**src/rtl/program_counter_pkg.sv**
```systemverilog
// Shared constants for the program counter slice:
// state encodings and the default address width.
package program_counter_pkg;

  localparam int CPU_ADDR_W = 8;

  localparam logic [1:0] PC_BOOT = 2'd0;
  localparam logic [1:0] PC_RUN  = 2'd1;
  localparam logic [1:0] PC_HALT = 2'd2;

endpackage

```
**src/rtl/program_counter_incrementer.sv**
```systemverilog
// Gate-level pc + 1: a ripple chain of half adders
// built entirely from two-input nand gates.
module nand_gate (
  input  logic a,
  input  logic b,
  output logic y
);

  assign y = ~(a & b);

endmodule

module pc_incrementer #(
  parameter int WIDTH = 8
) (
  input  logic [WIDTH-1:0] a,
  output logic [WIDTH-1:0] y,
  output logic             cout
);

  logic [WIDTH:0]   c;
  logic [WIDTH-1:0] n1;
  logic [WIDTH-1:0] n2;
  logic [WIDTH-1:0] n3;

  // carry-in of one makes the chain an incrementer
  assign c[0] = 1'b1;

  for (genvar i = 0; i < WIDTH; i++) begin : g_ha
    nand_gate u_n1 (
      .a (a[i]),
      .b (c[i]),
      .y (n1[i])
    );
    nand_gate u_n2 (
      .a (a[i]),
      .b (n1[i]),
      .y (n2[i])
    );
    nand_gate u_n3 (
      .a (c[i]),
      .b (n1[i]),
      .y (n3[i])
    );
    nand_gate u_sum (
      .a (n2[i]),
      .b (n3[i]),
      .y (y[i])
    );
    nand_gate u_cry (
      .a (n1[i]),
      .b (n1[i]),
      .y (c[i+1])
    );
  end

  assign cout = c[WIDTH];

endmodule

```
**src/rtl/program_counter.sv**
```systemverilog
// Fetch-address register: boot/run/halt control,
// next-pc mux and registered status flags.
module program_counter
  import program_counter_pkg::*;
#(
  parameter int               WIDTH      = CPU_ADDR_W,
  parameter logic [WIDTH-1:0] RESET_ADDR = '0
) (
  input  logic             clk,
  input  logic             rst_n,
  input  logic             en,
  input  logic             inc,
  input  logic             load,
  input  logic [WIDTH-1:0] load_addr,
  input  logic             halt,
  input  logic             resume,
  output logic [WIDTH-1:0] pc,
  output logic             pc_valid,
  output logic             halted,
  output logic             wrap
);

  logic [1:0]       state_q;
  logic [1:0]       state_d;
  logic [WIDTH-1:0] pc_q;
  logic [WIDTH-1:0] pc_d;
  logic             wrap_q;
  logic             wrap_d;
  logic             valid_q;
  logic             valid_d;
  logic             halted_q;
  logic             halted_d;
  logic [WIDTH-1:0] pc_inc;
  logic             pc_cout;

  pc_incrementer #(
    .WIDTH (WIDTH)
  ) u_inc (
    .a    (pc_q),
    .y    (pc_inc),
    .cout (pc_cout)
  );

  always_comb begin
    state_d = state_q;
    pc_d    = pc_q;
    wrap_d  = 1'b0;
    case (state_q)
      PC_BOOT: state_d = PC_RUN;
      PC_RUN: begin
        if (en) begin
          if (halt) begin
            state_d = PC_HALT;
          end else if (load) begin
            pc_d = load_addr;
          end else if (inc) begin
            pc_d   = pc_inc;
            wrap_d = pc_cout;
          end
        end
      end
      PC_HALT: begin
        if (en && resume && !halt) begin
          state_d = PC_RUN;
        end
      end
      default: state_d = PC_BOOT;
    endcase
  end

  // status flags are registered views of the next state
  assign valid_d  = (state_d == PC_RUN);
  assign halted_d = (state_d == PC_HALT);

  always_ff @(posedge clk or negedge rst_n) begin
    if (!rst_n) begin
      state_q  <= PC_BOOT;
      pc_q     <= RESET_ADDR;
      wrap_q   <= 1'b0;
      valid_q  <= 1'b0;
      halted_q <= 1'b0;
    end else begin
      state_q  <= state_d;
      pc_q     <= pc_d;
      wrap_q   <= wrap_d;
      valid_q  <= valid_d;
      halted_q <= halted_d;
    end
  end

  assign pc       = pc_q;
  assign pc_valid = valid_q;
  assign halted   = halted_q;
  assign wrap     = wrap_q;

endmodule
```
**config.mk**
```make
export PLATFORM = sky130hd
export DESIGN_NAME = program_counter
export DESIGN_NICKNAME = d
export VERILOG_FILES = /design/src/rtl/program_counter_pkg.sv /design/src/rtl/program_counter_incrementer.sv /design/src/rtl/program_counter.sv
export SDC_FILE = /design/constraint.sdc
export NUM_CORES = 1
export LEC_CHECK = 0
export CORE_MARGIN = 2
export CORE_UTILIZATION = 47
export CTS_CLUSTER_SIZE = 25
export DETAILED_ROUTE_END_ITERATION = 10
export PLACE_DENSITY = 0.81
export RECOVER_POWER = 25
export SETUP_SLACK_MARGIN = 0.02
export SYNTH_ARGS = -nofsm -noshare
export SYNTH_HDL_FRONTEND = slang
export SYNTH_SLANG_ARGS = --single-unit
```
**constraint.sdc**
```tcl
create_clock -name clk -period 7.74 [get_ports clk]
set_clock_uncertainty 0.1 [all_clocks]
set_input_delay 1.548 -clock clk [delete_from_list [all_inputs] [get_ports clk]]
set_output_delay 1.548 -clock clk [all_outputs]
set_load 0.01 [all_outputs]
```
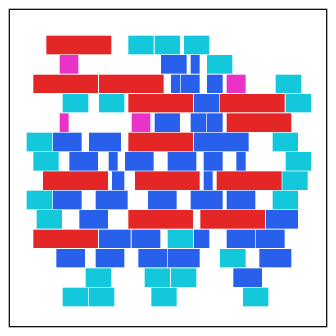
(images/class_map.png)
- cyan: remaining buffers and delay cells (cells 25)
- blue: remaining logic cells (cells 38)
- red: registers (cells 13)
- magenta: clock drivers and dummy loads (cells 4)
number of cell rows: 14
placeable core area: 1520 um2
final core utilization: 65.2%

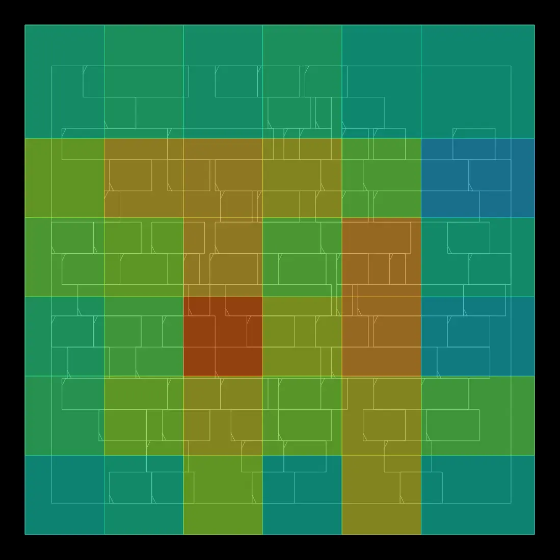
(images/congestion_map.png)
post-detailed-route wirelength per cell: 13.6 um
GRT Total Usage: 14.0%
Global Route met3 Usage: 6.53%
Most Used Layer, Global Route: met2
met1 Use GR: 16.2%

[registers in the layout, summed over array words and instances, names as in the netlist]
register / cells
wrap: 1
state_q: 2
pc: 8
pc_valid: 1
halted: 1
[cell families after synthesis]
group / synth area share, %
flip-flops: 42.5
AND/OR/NAND/NOR: 6.86
multiplexers: 23.4
AND-OR/OR-AND: 5.88
buffers and inverters: 9.97
adder cells (fa/ha/maj): 11.4
[cell usage in the layout (no fill, tap or decap)]
cell                               n
sky130_fd_sc_hd__clkdlybuf4s50_1  24
sky130_fd_sc_hd__mux2_2           15
sky130_fd_sc_hd__dfrtp_1          13
sky130_fd_sc_hd__ha_1              7
sky130_fd_sc_hd__clkbuf_4          3
sky130_fd_sc_hd__nand2_1           2
sky130_fd_sc_hd__inv_1             2
sky130_fd_sc_hd__a32o_1            2
sky130_fd_sc_hd__o22ai_1           2
sky130_fd_sc_hd__nand2_2           1
sky130_fd_sc_hd__nand3b_1          1
sky130_fd_sc_hd__nor4_1            1
sky130_fd_sc_hd__nor2_1            1
sky130_fd_sc_hd__nor4_4            1
sky130_fd_sc_hd__o21ai_0           1
sky130_fd_sc_hd__mux2i_1           1
sky130_fd_sc_hd__o21a_1            1
sky130_fd_sc_hd__clkbuf_1          1
sky130_fd_sc_hd__dlygate4sd3_1     1
[cell type report]
cell class | count | area (um2) | area share, %
multi-input combinational | 36 | 364 | 36.6
sequential | 13 | 325 | 32.7
timing repair buffer | 25 | 250 | 25.2
clock buffer | 4 | 26.3 | 2.64
tap | 16 | 20.0 | 2.02
inverter | 2 | 7.51 | 0.756
[worst max-delay path, delay by kind of cell]
family | cells | cell delay [ps]
buf+inv | 1 | 740
simple gates | 2 | 600
mux | 1 | 400
==> notes.md <==
The run has ended; figures from its reports follow.

The maximum vdd drop came out at 0.133 mV. The registers of the reported paths see a clock transition of 70 ps. The tightest min-delay check is of the reg -> reg type. The startpoint of the most critical hold path is pc[2]. The HPWL after detailed placement is 1.00 mm.

The flow reports power dissipated in combinational cells as 0.129 mW. The highest clock rate came out at 310 MHz. The first detailed-routing pass took 4 iterations. Per the gpl log, the routability congestion estimate is 0.672.

The report puts the cell count of the worst reg-to-reg path at 9. The die is 44.4 um wide. The final count of pins violating max slew is 0. The number of diodes added for antenna fixing is 0.

Sorting the synthesis cell report by count puts at the top sky130_fd_sc_hd__mux2_2. After detailed routing, the total wire length is 1.30 mm. The area of all placed cells without fillers came out at 993 um2. The buffer type at the clock tree root is sky130_fd_sc_hd__clkbuf_4. The floorplan net count is 83. The share of synthesized registers carrying an async set or reset is 100%. The cts-stage hold buffer count came out at 0. The flow ran to the end, and the final reports show no timing, DRC or antenna violations.

The netlist area before placement came out at 766 um2. Per the post-route antenna check, the number of violating nets is 0. The synthesized area per cell came out at 12.6 um2. The data arrival time of the critical path is 3280 ps. The tally of yosys warning messages came out at 0. The count of buffers added by post-CTS timing repair for setup came out at 0. The post-synth tally of flip-flops with integrated enable came out at 0.

Measured along the y axis, the die boundary spans 44.4 um. Once the clock tree was built, the resizer swapped 0 gates to a different size. The global-route congestion overflow total is 0. According to the timing report, the critical path is captured at pc[1]. The net count of the finished layout is 103. The sum of internal, switching and leakage power is 0.284 mW. By area the synthesized netlist is led by sky130_fd_sc_hd__dfrtp_1 (42%), sky130_fd_sc_hd__mux2_2 (22%), sky130_fd_sc_hd__ha_1 (11%), sky130_fd_sc_hd__buf_4 (7.8%), sky130_fd_sc_hd__nor4_4 (2.8%).

The logs give a warning total of 26. The shortest period the worst path allows came out at 3220 ps. The cell depth of the worst min-delay path is 1.

The power report shows net switching accounting for 30.6% of the total. The total cells reported by yosys after synthesis is 61. The final timing report gives a worst setup slack of 4520 ps. The hold violation count in the final report is 0. The filler cells instantiated in the layout total 126. The number of buffers added on ports came out at 25. The slew of the pin with the lowest slew margin came out at 589 ps.

Looking at the group totals, the largest power group turns out to be combinational logic. Detailed placement reports a standard cell area of 967 um2. The relative area change from synthesis to final layout is 29.7%. The total leakage power came out at 0.434 nW. The iteration-0 DRC count of the detailed router came out at 3. The wire length on met1 came out at 539 um. The number of vias per cell after detailed routing is 5.27. The via count of the routed design is 506. The largest incremental delay on the critical path came out at 740 ps.

The synthesized netlist handed to floorplanning was reported with a cell count of 61. The ratio of final minimum period to clock period came out at 41.6%. The initial antenna violation count came out at 0.

The maximum number of pins on one net before global-route repair is 14. The commonest register cell after synthesis is sky130_fd_sc_hd__dfrtp_1. From the final report, the count of setup violators was given as 0. The max capacitance violation total is 0. The slowest stage cell on the critical path is sky130_fd_sc_hd__clkdlybuf4s50_1. The yosys synthesis chip area came out at 766 um2. The number of top-level pins came out at 26. The capture point of the worst register-to-register path is recorded as pc[7].

The number of unique standard cell types used by synthesis came out at 18. The reg-to-reg critical path startpoint is pc[0]. Adding up every negative setup slack in the final design gives 0 ps.

The power per unit of standard cell area came out at 286 nW/um2. The first global-routing pass estimated 1.95 mm of wire. The TritonCTS clock tree is yes. The startpoint type of the worst setup path is an input pin. STA classifies the critical path endpoint as a register.

By startpoint and endpoint, the worst setup path is classified as in -> reg. The sequential share of power is 40.2%. The total die area came out at 1970 um2. The total CTS buffers is 3. The placed cell count is 92. The script extracted a net switching power of 0.0869 mW. The top layer used by detailed routing is met3. The register share after synthesis came out at 42.5%.

The number of synthesized register bits came out at 13. The largest driver fanout on the critical path came out at 11. The number of clock sinks came out at 13. After detailed routing, the met2 layer carries 676 um of wire. The number of levels the H-tree was split into is 1.

The reported sequential group power came out at 0.114 mW. The worst slew margin relative to its limit is 60.6%. The power report attributes to the clock group a share of 14.5%. Per the final layout report, the fraction of cells sized above drive strength 1 comes to 25.0%. In this run the critical path is formed by clkdlybuf4s50_1 -> nor2_1 -> nor4_4 -> mux2_2.

The power report lists the clock group at 0.0411 mW. The path with the worst hold slack has its endpoint at pc[2]. The slack of the worst reg-to-reg path is 5140 ps. The largest total area in the synthesized netlist belongs to sky130_fd_sc_hd__dfrtp_1. The flow reports that combinational logic draws 45.3% of the design power.

The via count of the first global-routing pass came out at 482. The clock insertion delay at the later pin of the skew report is 270 ps. In the power breakdown, the internal column shows 0.197 mW. In this run the deepest clock path goes through 2 buffers. The count of cells in the finished layout, fillers not included, comes to 96. For reference, the top cells by count after synthesis are sky130_fd_sc_hd__mux2_2 (15), sky130_fd_sc_hd__dfrtp_1 (13), sky130_fd_sc_hd__buf_4 (8), sky130_fd_sc_hd__ha_1 (7). Yosys reports that the leading cell type by area covers 42.5% of the netlist area. The hold slack came out at 440 ps. The critical path starts at load. met2 track demand over resource after global routing is 24.4%. The detailed route wirelength on metal3 is 88 um. Setup repair after global routing left no endpoint under its margin. The initial cell density of the core came out at 50.2%. The total DRC errors in the routed layout is 0. The critical path data required time came out at 7800 ps. The worst-case setup slack after placement came out at 4220 ps.
Power figures rest on the tool's default switching activity, not on a simulated workload.
